run_1/power_grid.png
Drawn at 3 px/um. Pins as bars on the die edge.
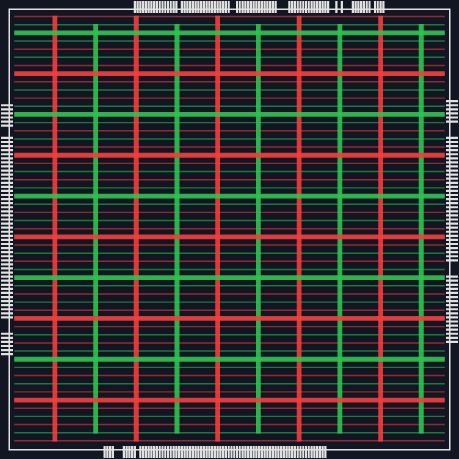
run_1/congestion.png
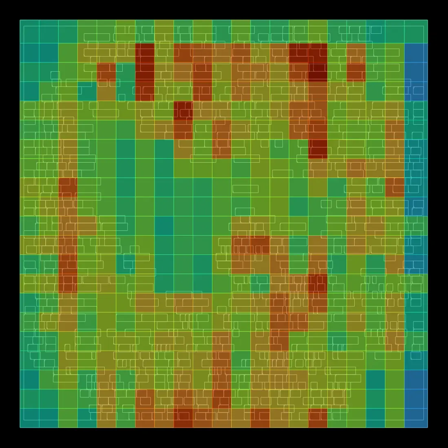
run_1/clk_routes.png
Drawn at 4 px/um.
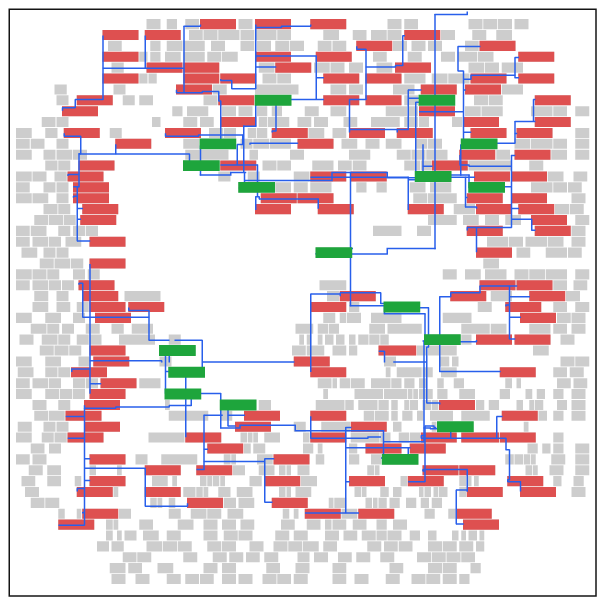
===== src/rtl/mem_arbiter_if.sv =====
// Cache-side and RAM-side bus signals of the memory arbiter.
// The slave modport is the arbiter's view; the master modport is the view of
// the datapath/cache plus RAM model that surrounds it.
interface mem_arbiter_if #(
    parameter int AW = 32,
    parameter int DW = 32
);
    // instruction port
    logic          iREN;
    logic [AW-1:0] iaddr;
    logic          iwait;
    logic [DW-1:0] iload;
    // data port
    logic          dREN;
    logic          dWEN;
    logic [AW-1:0] daddr;
    logic [DW-1:0] dstore;
    logic          dwait;
    logic [DW-1:0] dload;
    // RAM side
    logic          ramREN;
    logic          ramWEN;
    logic [AW-1:0] ramaddr;
    logic [DW-1:0] ramstore;
    logic [DW-1:0] ramload;

    modport slave (
        input  iREN, iaddr, dREN, dWEN, daddr, dstore, ramload,
        output iwait, iload, dwait, dload, ramREN, ramWEN, ramaddr, ramstore
    );

    modport master (
        output iREN, iaddr, dREN, dWEN, daddr, dstore, ramload,
        input  iwait, iload, dwait, dload, ramREN, ramWEN, ramaddr, ramstore
    );
endinterface


===== src/rtl/mem_arbiter.sv =====
// Round-robin arbiter sharing one single-ported RAM between the instruction
// fetch and data access ports. Each access holds the RAM enables for LAT
// cycles, then acks the granted port for one cycle before re-arbitrating.
module mem_arbiter #(
    parameter int LAT = 2,
    parameter int AW  = 32,
    parameter int DW  = 32
) (
    input  logic            CLK,
    input  logic            nRST,
    mem_arbiter_if.slave    bus
);
    typedef enum logic [1:0] {IDLE, ACCESS, ACK}         state_t;
    typedef enum logic [1:0] {G_NONE, G_INSTR, G_DATA}  grant_t;

    localparam logic [3:0] CNT_INIT = 4'(LAT - 1);

    state_t        r_state, w_state_nxt;
    grant_t        r_grant, w_grant_nxt;
    grant_t        r_last,  w_last_nxt;
    grant_t        w_pick;
    logic [3:0]    r_cnt,   w_cnt_nxt;
    logic [AW-1:0] r_addr;
    logic [DW-1:0] r_store;
    logic          r_wr;
    logic [DW-1:0] r_iload, r_dload;
    logic          w_ireq, w_dreq, w_granted_req;
    logic          w_latch, w_capture;

    assign w_ireq = bus.iREN;
    assign w_dreq = bus.dREN | bus.dWEN;

    // Request of whichever port currently owns the RAM; dropping it aborts.
    always_comb begin
        w_granted_req = 1'b0;
        if (r_grant == G_INSTR)     w_granted_req = w_ireq;
        else if (r_grant == G_DATA) w_granted_req = w_dreq;
    end

    // Arbitration: single requester wins outright, a tie goes to the port
    // that did not win the previous completed access.
    always_comb begin
        w_pick = G_NONE;
        if (w_ireq && w_dreq)  w_pick = (r_last == G_INSTR) ? G_DATA : G_INSTR;
        else if (w_dreq)       w_pick = G_DATA;
        else if (w_ireq)       w_pick = G_INSTR;
    end

    // Next-state logic for the IDLE -> ACCESS -> ACK sequence.
    always_comb begin
        w_state_nxt = r_state;
        w_grant_nxt = r_grant;
        w_last_nxt  = r_last;
        w_cnt_nxt   = r_cnt;
        w_latch     = 1'b0;
        w_capture   = 1'b0;
        case (r_state)
            IDLE: begin
                if (w_pick != G_NONE) begin
                    w_state_nxt = ACCESS;
                    w_grant_nxt = w_pick;
                    w_cnt_nxt   = CNT_INIT;
                    w_latch     = 1'b1;
                end
            end
            ACCESS: begin
                if (!w_granted_req) begin
                    // abort: no ack, no capture, last untouched
                    w_state_nxt = IDLE;
                    w_grant_nxt = G_NONE;
                end else if (r_cnt != 4'd0) begin
                    w_cnt_nxt = r_cnt - 4'd1;
                end else begin
                    w_capture   = ~r_wr;
                    w_state_nxt = ACK;
                end
            end
            ACK: begin
                w_last_nxt  = r_grant;
                w_grant_nxt = G_NONE;
                w_state_nxt = IDLE;
            end
            default: begin
                w_state_nxt = IDLE;
                w_grant_nxt = G_NONE;
            end
        endcase
    end

    // Control state registers.
    always_ff @(posedge CLK or negedge nRST) begin
        if (!nRST) begin
            r_state <= IDLE;
            r_grant <= G_NONE;
            r_last  <= G_INSTR;
            r_cnt   <= 4'd0;
        end else begin
            r_state <= w_state_nxt;
            r_grant <= w_grant_nxt;
            r_last  <= w_last_nxt;
            r_cnt   <= w_cnt_nxt;
        end
    end

    // Latch the winner's address/data at grant so later bus changes are ignored.
    always_ff @(posedge CLK or negedge nRST) begin
        if (!nRST) begin
            r_addr  <= '0;
            r_store <= '0;
            r_wr    <= 1'b0;
        end else if (w_latch) begin
            r_addr  <= (w_pick == G_DATA) ? bus.daddr : bus.iaddr;
            r_store <= (w_pick == G_DATA) ? bus.dstore : '0;
            r_wr    <= (w_pick == G_DATA) & bus.dWEN;
        end
    end

    // Load registers: updated only by a completed read of their own port.
    always_ff @(posedge CLK or negedge nRST) begin
        if (!nRST) begin
            r_iload <= '0;
            r_dload <= '0;
        end else if (w_capture) begin
            if (r_grant == G_INSTR) r_iload <= bus.ramload;
            else                    r_dload <= bus.ramload;
        end
    end

    // RAM drive and stall outputs, decoded from registered state.
    always_comb begin
        bus.ramREN   = (r_state == ACCESS) & ~r_wr;
        bus.ramWEN   = (r_state == ACCESS) &  r_wr;
        bus.ramaddr  = (r_state == ACCESS) ? r_addr  : '0;
        bus.ramstore = (r_state == ACCESS) ? r_store : '0;
        bus.iwait    = w_ireq & ~((r_state == ACK) && (r_grant == G_INSTR));
        bus.dwait    = w_dreq & ~((r_state == ACK) && (r_grant == G_DATA));
        bus.iload    = r_iload;
        bus.dload    = r_dload;
    end
endmodule


===== src/flat_wrapper.sv =====
// flat-port wrapper written by rule: the top's interface ports become plain ports
module mem_arbiter_flat 
#(
    parameter int LAT = 2,
    parameter int AW  = 32,
    parameter int DW  = 32
)
  (CLK, nRST, bus_iREN, bus_iaddr, bus_dREN, bus_dWEN, bus_daddr, bus_dstore, bus_ramload, bus_iwait, bus_iload, bus_dwait, bus_dload, bus_ramREN, bus_ramWEN, bus_ramaddr, bus_ramstore);
  mem_arbiter_if #(.AW(AW), .DW(DW)) bus_i ();
  input  logic CLK;
  input  logic nRST;
  input wire logic [$bits(bus_i.iREN)-1:0] bus_iREN;
  input wire logic [$bits(bus_i.iaddr)-1:0] bus_iaddr;
  input wire logic [$bits(bus_i.dREN)-1:0] bus_dREN;
  input wire logic [$bits(bus_i.dWEN)-1:0] bus_dWEN;
  input wire logic [$bits(bus_i.daddr)-1:0] bus_daddr;
  input wire logic [$bits(bus_i.dstore)-1:0] bus_dstore;
  input wire logic [$bits(bus_i.ramload)-1:0] bus_ramload;
  output wire logic [$bits(bus_i.iwait)-1:0] bus_iwait;
  output wire logic [$bits(bus_i.iload)-1:0] bus_iload;
  output wire logic [$bits(bus_i.dwait)-1:0] bus_dwait;
  output wire logic [$bits(bus_i.dload)-1:0] bus_dload;
  output wire logic [$bits(bus_i.ramREN)-1:0] bus_ramREN;
  output wire logic [$bits(bus_i.ramWEN)-1:0] bus_ramWEN;
  output wire logic [$bits(bus_i.ramaddr)-1:0] bus_ramaddr;
  output wire logic [$bits(bus_i.ramstore)-1:0] bus_ramstore;
  assign bus_i.iREN = bus_iREN;
  assign bus_i.iaddr = bus_iaddr;
  assign bus_i.dREN = bus_dREN;
  assign bus_i.dWEN = bus_dWEN;
  assign bus_i.daddr = bus_daddr;
  assign bus_i.dstore = bus_dstore;
  assign bus_i.ramload = bus_ramload;
  assign bus_iwait = bus_i.iwait;
  assign bus_iload = bus_i.iload;
  assign bus_dwait = bus_i.dwait;
  assign bus_dload = bus_i.dload;
  assign bus_ramREN = bus_i.ramREN;
  assign bus_ramWEN = bus_i.ramWEN;
  assign bus_ramaddr = bus_i.ramaddr;
  assign bus_ramstore = bus_i.ramstore;
  mem_arbiter #(.LAT(LAT), .AW(AW), .DW(DW)) u_core (.CLK(CLK), .nRST(nRST), .bus(bus_i));
endmodule

===== config.mk =====
export PLATFORM = sky130hd
export DESIGN_NAME = mem_arbiter_flat
export DESIGN_NICKNAME = d
export VERILOG_FILES = /design/src/rtl/mem_arbiter_if.sv /design/src/rtl/mem_arbiter.sv /design/src/flat_wrapper.sv
export SDC_FILE = /design/constraint.sdc
export NUM_CORES = 1
export LEC_CHECK = 0
export CORE_UTILIZATION = 30
export CTS_CLUSTER_SIZE = 28
export DETAILED_ROUTE_END_ITERATION = 10
export HOLD_SLACK_MARGIN = 0.03
export PLACE_DENSITY_LB_ADDON = 0.25
export SLEW_MARGIN = 20
export SYNTH_ARGS = -nofsm -noshare
export SYNTH_HDL_FRONTEND = slang
export SYNTH_SLANG_ARGS = --single-unit

===== constraint.sdc =====
create_clock -name CLK -period 2.3 [get_ports CLK]
set_input_delay 0.69 -clock CLK [delete_from_list [all_inputs] [get_ports CLK]]
set_output_delay 0.69 -clock CLK [all_outputs]
set_load 0.02 [all_outputs]

==> flow_summary.json, run 1 <==
{
  "grt_antenna_before_repair": 0,
  "viasPerCell": 4.48,
  "ys_area_sq_um": 6250,
  "die-area_sq_um": 21400,
  "wl_per_cell_um": 16.2,
  "clkTransAtPathRegs_ps": 60,
  "clock_path_buffers": 2,
  "cp.arrival_ps": 1630,
  "dr.max_layer_used": "met4",
  "ys_warn_count": 0,
  "postPlaceCellArea_sq_um": 9410,
  "top_area_cell": "dfrtp_1",
  "dpl.hpwl_um": 12000,
  "cts_sinks": 139,
  "path_class": "input port to output port",
  "syn_area_sq_um": 6250,
  "whs_ps": 167,
  "common_cells": "dfrtp_1, and2_1, nand2_1",
  "fmax_mhz": 431,
  "report.final.setup_viol": 1,
  "worstPathCellList": "clkdlybuf4s50_1 -> nor2_2 -> a21oi_1 -> buf_2",
  "cts_tree": "done",
  "grt_max_degree": 78,
  "final_cell_mix": "clkdlybuf4s50_1, dfrtp_1, buf_4",
  "max_cap_violations": 0,
  "top_cells_by_area": "dfrtp_1, mux2_4, and2_1, mux2_2, mux2i_1",
  "dr_wl_met3_um": 737,
  "hp-class": "input port to asynchronous set/reset pin",
  "syn_area_per_cell_sq_um": 12.9,
  "synth-async-reset-ratio_pct": 100,
  "hold_viol_final": 0,
  "cp_max_fo": 3,
  "place_inst": 1015,
  "use_met1_pct": 19.4,
  "synth.net_count": 619,
  "worst_slew_pin_slew_ps": 365,
  "fin_tns_setup_ps": -17.8,
  "critical_path.startpoint": "bus_dWEN",
  "drt-met1-wl_um": 7280,
  "edf_count": 0,
  "cp_slowest_cell": "clkdlybuf4s50_1",
  "period_needed_ps": 2320,
  "synth_seq_share_pct": 55.7,
  "dr_wl_met2_um": 8890,
  "area_delta_synth_final_pct": 64.9,
  "gp_congestion": 0.768,
  "relSlewSlack_pct": 75.7,
  "crit_path_start_kind": "input port",
  "cts_buffers": 17,
  "cpPeakStageDelay_ps": 460,
  "reg2reg_depth": 6,
  "ys_types": 41,
  "syn_inst": 484,
  "grt_pass1_wl_um": 26400,
  "p_total_uw": 13900,
  "cp.depth": 4,
  "finalCritPeriodShare_pct": 101,
  "ff_type": "dfrtp_1",
  "fin_cells": 1056,
  "wirelength_um": 17100,
  "dp_slack_ps": -527,
  "io_pins": 265,
  "n_antenna_cell": 0,
  "crit_end": "bus_dwait",
  "final_util_pct": 50.8,
  "worst_setup_path_end_kind": "output port",
  "reg2reg_to": "u_core.bus.iload[7]$_DFFE_PN0P_",
  "grt_pass1_vias": 5087,
  "tool_warnings": 29,
  "most_common_cell": "dfrtp_1",
  "met3_usage_pct": 3.25,
  "root_buffer": "clkbuf_16",
  "fp_util_pct": 30.8,
  "first_pass_iters": 4,
  "cp_num_buf_inv": 2,
  "drive_gt1_share_pct": 32.8,
  "num_vias": 4731,
  "busiest_layer": "met2",
  "status": "finished with violations",
  "violations": "setup timing",
  "rows": 52,
  "reg2reg_from": "u_core.r_cnt[0]$_DFFE_PN0P_",
  "drt_iter0_markers": 143,
  "fin_ws_ps": -17.8,
  "lay_top_count": "clkdlybuf4s50_1",
  "fin_nets": 908,
  "rsz0062_at_grt": "yes",
  "required_ps": 1610,
  "top_area_share_pct": 55.3,
  "port_buffers": 264,
  "final_antenna_net_count": 0,
  "ys_ff": 139,
  "p_leak_uw": 0.00486,
  "ys_cells": 484,
  "htree_levels": 4,
  "overflow": 0,
  "r2r_setup_slack_ps": 400,
  "postCtsHoldBufs": 0,
  "power-per-cell-area_nw_per_um2": 1350,
  "post-route-drc-count": 0,
  "worst_path_dominant_cell_family": "buffers and inverters",
  "finalInstanceArea_sq_um": 10300,
  "slew_violations": 0
}
-- power_grid.png (at the start) --
legend:
  VSS:
    colour: red
  VDD:
    colour: green
rows: 52
met4 straps: 10
met5 straps: 10
met1 rails: 53
Die Width: 146 um
floorplan core area: 20300 sq um
peak supply drop: 488 uV
Die Ht: 146 um

-- congestion.png (at the start) --
met2 GRT Util: 27.2%
Tot GR Track Use: 15.7%

-- clk_routes.png (at the start) --
legend:
  flip-flops:
    colour: red
    count: 139
  clock wires:
    colour: blue
    length: 1810 um
  clock drivers:
    colour: green
    count: 17
routed clock nets: 18
flops lie: widely spread
Clk power: 2810 uW
Worst-Skew Late Latency: 420 ps
clock skew: 7.86 ps

## run 1: layout make-up
class	instances	area, sq um
clock buffer	20	447
clock inverter	12	165
fill	1784	10000
inverter	2	7.51
multi-input combinational	310	2690
sequential	139	3480
tap	270	338
timing repair buffer	303	3180
## run 1: logic make-up (layout without fill, tap and decap cells)
family	count (synthesis)	after routing	share of synthesized area (%)
AOI/OAI and AO/OA	81	81	9.33
adders and majority gates	2	2	0.400
buffers and inverters	35	337	3.36
DFF	139	139	55.7
muxes	100	100	19.1
and+or+nand+nor	127	127	12.1
## run 1: report_power, final
group	switching (uW)	internal, uW
registers	612	3510
logic	3210	3760
clock network	1060	1750
## run 1: what timing repair did
item / CTS / global route
setup buffers: 2 / 0
resized: 278 / 152
pin swaps: 0 / 34
endpoints found under the setup margin: 68 / 65
cloned: 1 / 6
run_1/layer_met4.png
Drawn at 2 px/um.
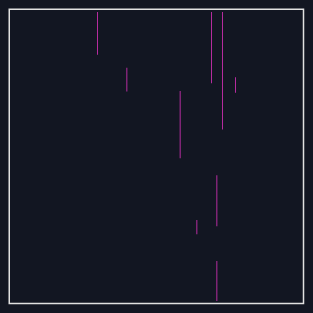

==> run 2, diff against run 1 <==
Settings changed: TNS_END_PERCENT set to 1.
run_2/layer_met4.png
Drawn at 2 px/um.
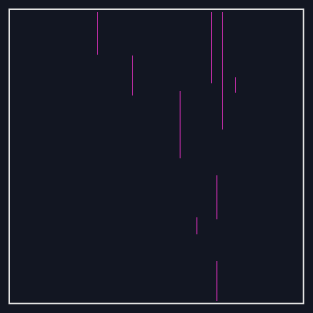
wire length on this layer: 225 um
nets with wire on the layer: 5
main direction: vertical
longest straight run: 58.5 um
vias post-DR: 4718
final WL: 16400 um

run_2/clk_routes.png
Drawn at 4 px/um.
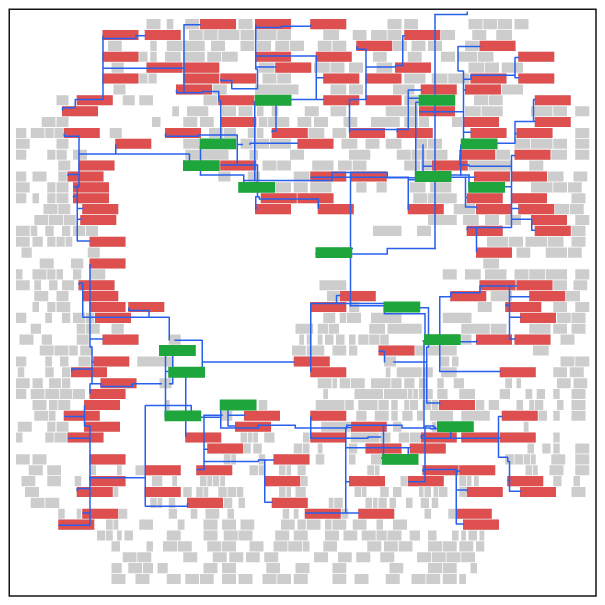
legend:
  clock drivers:
    colour: green
    count: 17
  flip-flops:
    colour: red
    count: 139
  clock wires:
    colour: blue
    length: 1820 um
flops lie: widely spread
routed clock nets: 18
share of total power in the clock network: 21.8%
clock skew: 7.68 ps

run_2/congestion.png
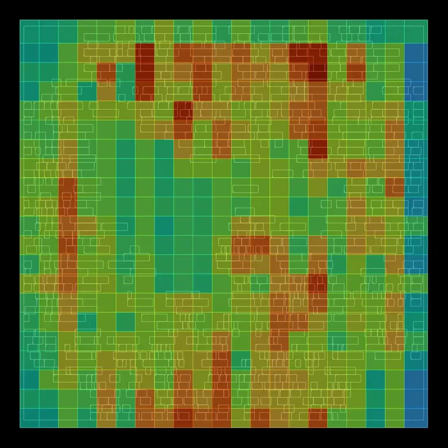
met1 Usage GRT: 19.1%
most used routing layer: met2
Post-Route Utilization: 48.3%
Tot GR Track Use: 15.4%
met2 GRT Util: 26.8%

==> run 2 against run 1 <==
Compared with the run above:
- the flow still finishes with violations (setup timing)
- first-iteration DRC count fell by 1.4%
- clock-buffer cell count did not move
- final cell count fell by 0.47%
- largest cell class unchanged
==> flow_summary.json, run 2 <==
{
  "status": "finished with violations",
  "violations": "setup timing",
  "top_area_cell": "dfrtp_1",
  "final_antenna_net_count": 0,
  "pg_comb_uw": 6020,
  "r2r_setup_slack_ps": 400,
  "viasPerCell": 4.49,
  "worst_setup_path_end_kind": "output port",
  "cp_max_fo": 3,
  "slew_violations": 0,
  "cpPeakStageDelay_ps": 460,
  "rows": 52,
  "io_pins": 265,
  "cp_num_buf_inv": 2,
  "dpl.hpwl_um": 12000,
  "dp_slack_ps": -527,
  "crit_path_start_kind": "input port",
  "powerClk_uw": 2810,
  "rsz0062_at_grt": "yes",
  "die-area_sq_um": 21400,
  "period_needed_ps": 2320,
  "syn_area_per_cell_sq_um": 12.9,
  "ff_type": "dfrtp_1",
  "most_common_cell": "dfrtp_1",
  "path_class": "input port to output port",
  "die_w_um": 146,
  "crit_end": "bus_dwait",
  "critical_path.startpoint": "bus_dWEN",
  "post-route-drc-count": 0,
  "vdd_drop_max_uv": 476,
  "p_seq_uw": 4090,
  "ys_ff": 139,
  "top_cells_by_area": "dfrtp_1, mux2_4, and2_1, mux2_2, mux2i_1",
  "reg2reg_from": "u_core.r_cnt[0]$_DFFE_PN0P_",
  "switching_share_pct": 36.1,
  "fin_ws_ps": -16.7,
  "switchingPower_uw": 4660,
  "edf_count": 0,
  "grt_pass1_vias": 5039,
  "ys_types": 41,
  "drive_gt1_share_pct": 26.9,
  "core_sq_um": 20300,
  "area_delta_synth_final_pct": 56.9,
  "wl_per_cell_um": 15.6,
  "cp_slowest_cell": "clkdlybuf4s50_1",
  "htree_levels": 4,
  "gp_congestion": 0.768,
  "fin_cells": 1051,
  "first_pass_iters": 4,
  "worst_path_dominant_cell_family": "buffers and inverters",
  "worst_slew_pin_slew_ps": 363,
  "grt_pass1_wl_um": 26100,
  "syn_area_sq_um": 6250,
  "lay_top_count": "clkdlybuf4s50_1",
  "cp.arrival_ps": 1630,
  "required_ps": 1610,
  "reg2reg_to": "u_core.bus.iload[7]$_DFFE_PN0P_",
  "overflow": 0,
  "common_cells": "dfrtp_1, and2_1, nand2_1",
  "ys_area_sq_um": 6250,
  "maxPowerGroup": "combinational cells",
  "clock_path_buffers": 2,
  "postPlaceCellArea_sq_um": 9410,
  "power-per-cell-area_nw_per_um2": 1320,
  "cts_tree": "done",
  "max_cap_violations": 0,
  "root_buffer": "clkbuf_16",
  "fp_util_pct": 30.8,
  "fmax_mhz": 432,
  "grt_max_degree": 78,
  "finalCritPeriodShare_pct": 101,
  "final_cell_mix": "clkdlybuf4s50_1, dfrtp_1, and2_1",
  "reg2reg_depth": 6,
  "drt_iter0_markers": 141,
  "fin_tns_setup_ps": -16.7,
  "cts_sinks": 139,
  "worstPathCellList": "clkdlybuf4s50_1 -> nor2_2 -> a21oi_1 -> buf_2",
  "cts_resized": 288,
  "synth_seq_share_pct": 55.7,
  "cts_buffers": 17,
  "ys_warn_count": 0,
  "cp.depth": 4,
  "report.final.setup_viol": 1,
  "finalInstanceArea_sq_um": 9800,
  "postCtsHoldBufs": 0,
  "ys_cells": 484,
  "die_h_um": 146,
  "top_area_share_pct": 55.3,
  "hp-class": "input port to asynchronous set/reset pin",
  "postCtsSetupRepairBufs": 0,
  "p_seq_share_pct": 31.6,
  "p_total_uw": 12900,
  "n_antenna_cell": 0
}
## run 2: cell counts after synthesis
No cell type changed its count.
## run 2: layer usage
metal | vias to the layer above | routed length, um | track usage [%]
met3 | 19 | 699 | 3.22
met1 | 2291 | 7140 | 19.1
met2 | 139 | 8360 | 26.8
li1 | 2269 | - | -
met5 | - | 0 | 0
met4 | 0 | 225 | 5.10
## run 2: cell type report
type / count / area (sq um)
Clock buffer: 20 / 447
Clock inverter: 12 / 165
Fill cell: 1824 / 10500
Inverter: 2 / 7.51
Multi-Input combinational cell: 310 / 2580
Sequential cell: 139 / 3480
Tap cell: 270 / 338
Timing Repair Buffer: 298 / 2790
## run 2: logic make-up after synthesis
group	synth area share [%]
buffers and inverters	3.36
and+or+nand+nor	12.1
muxes	19.1
adders and majority gates	0.400
AOI/OAI and AO/OA	9.33
DFF	55.7
Power and IR drop assume default switching activity.
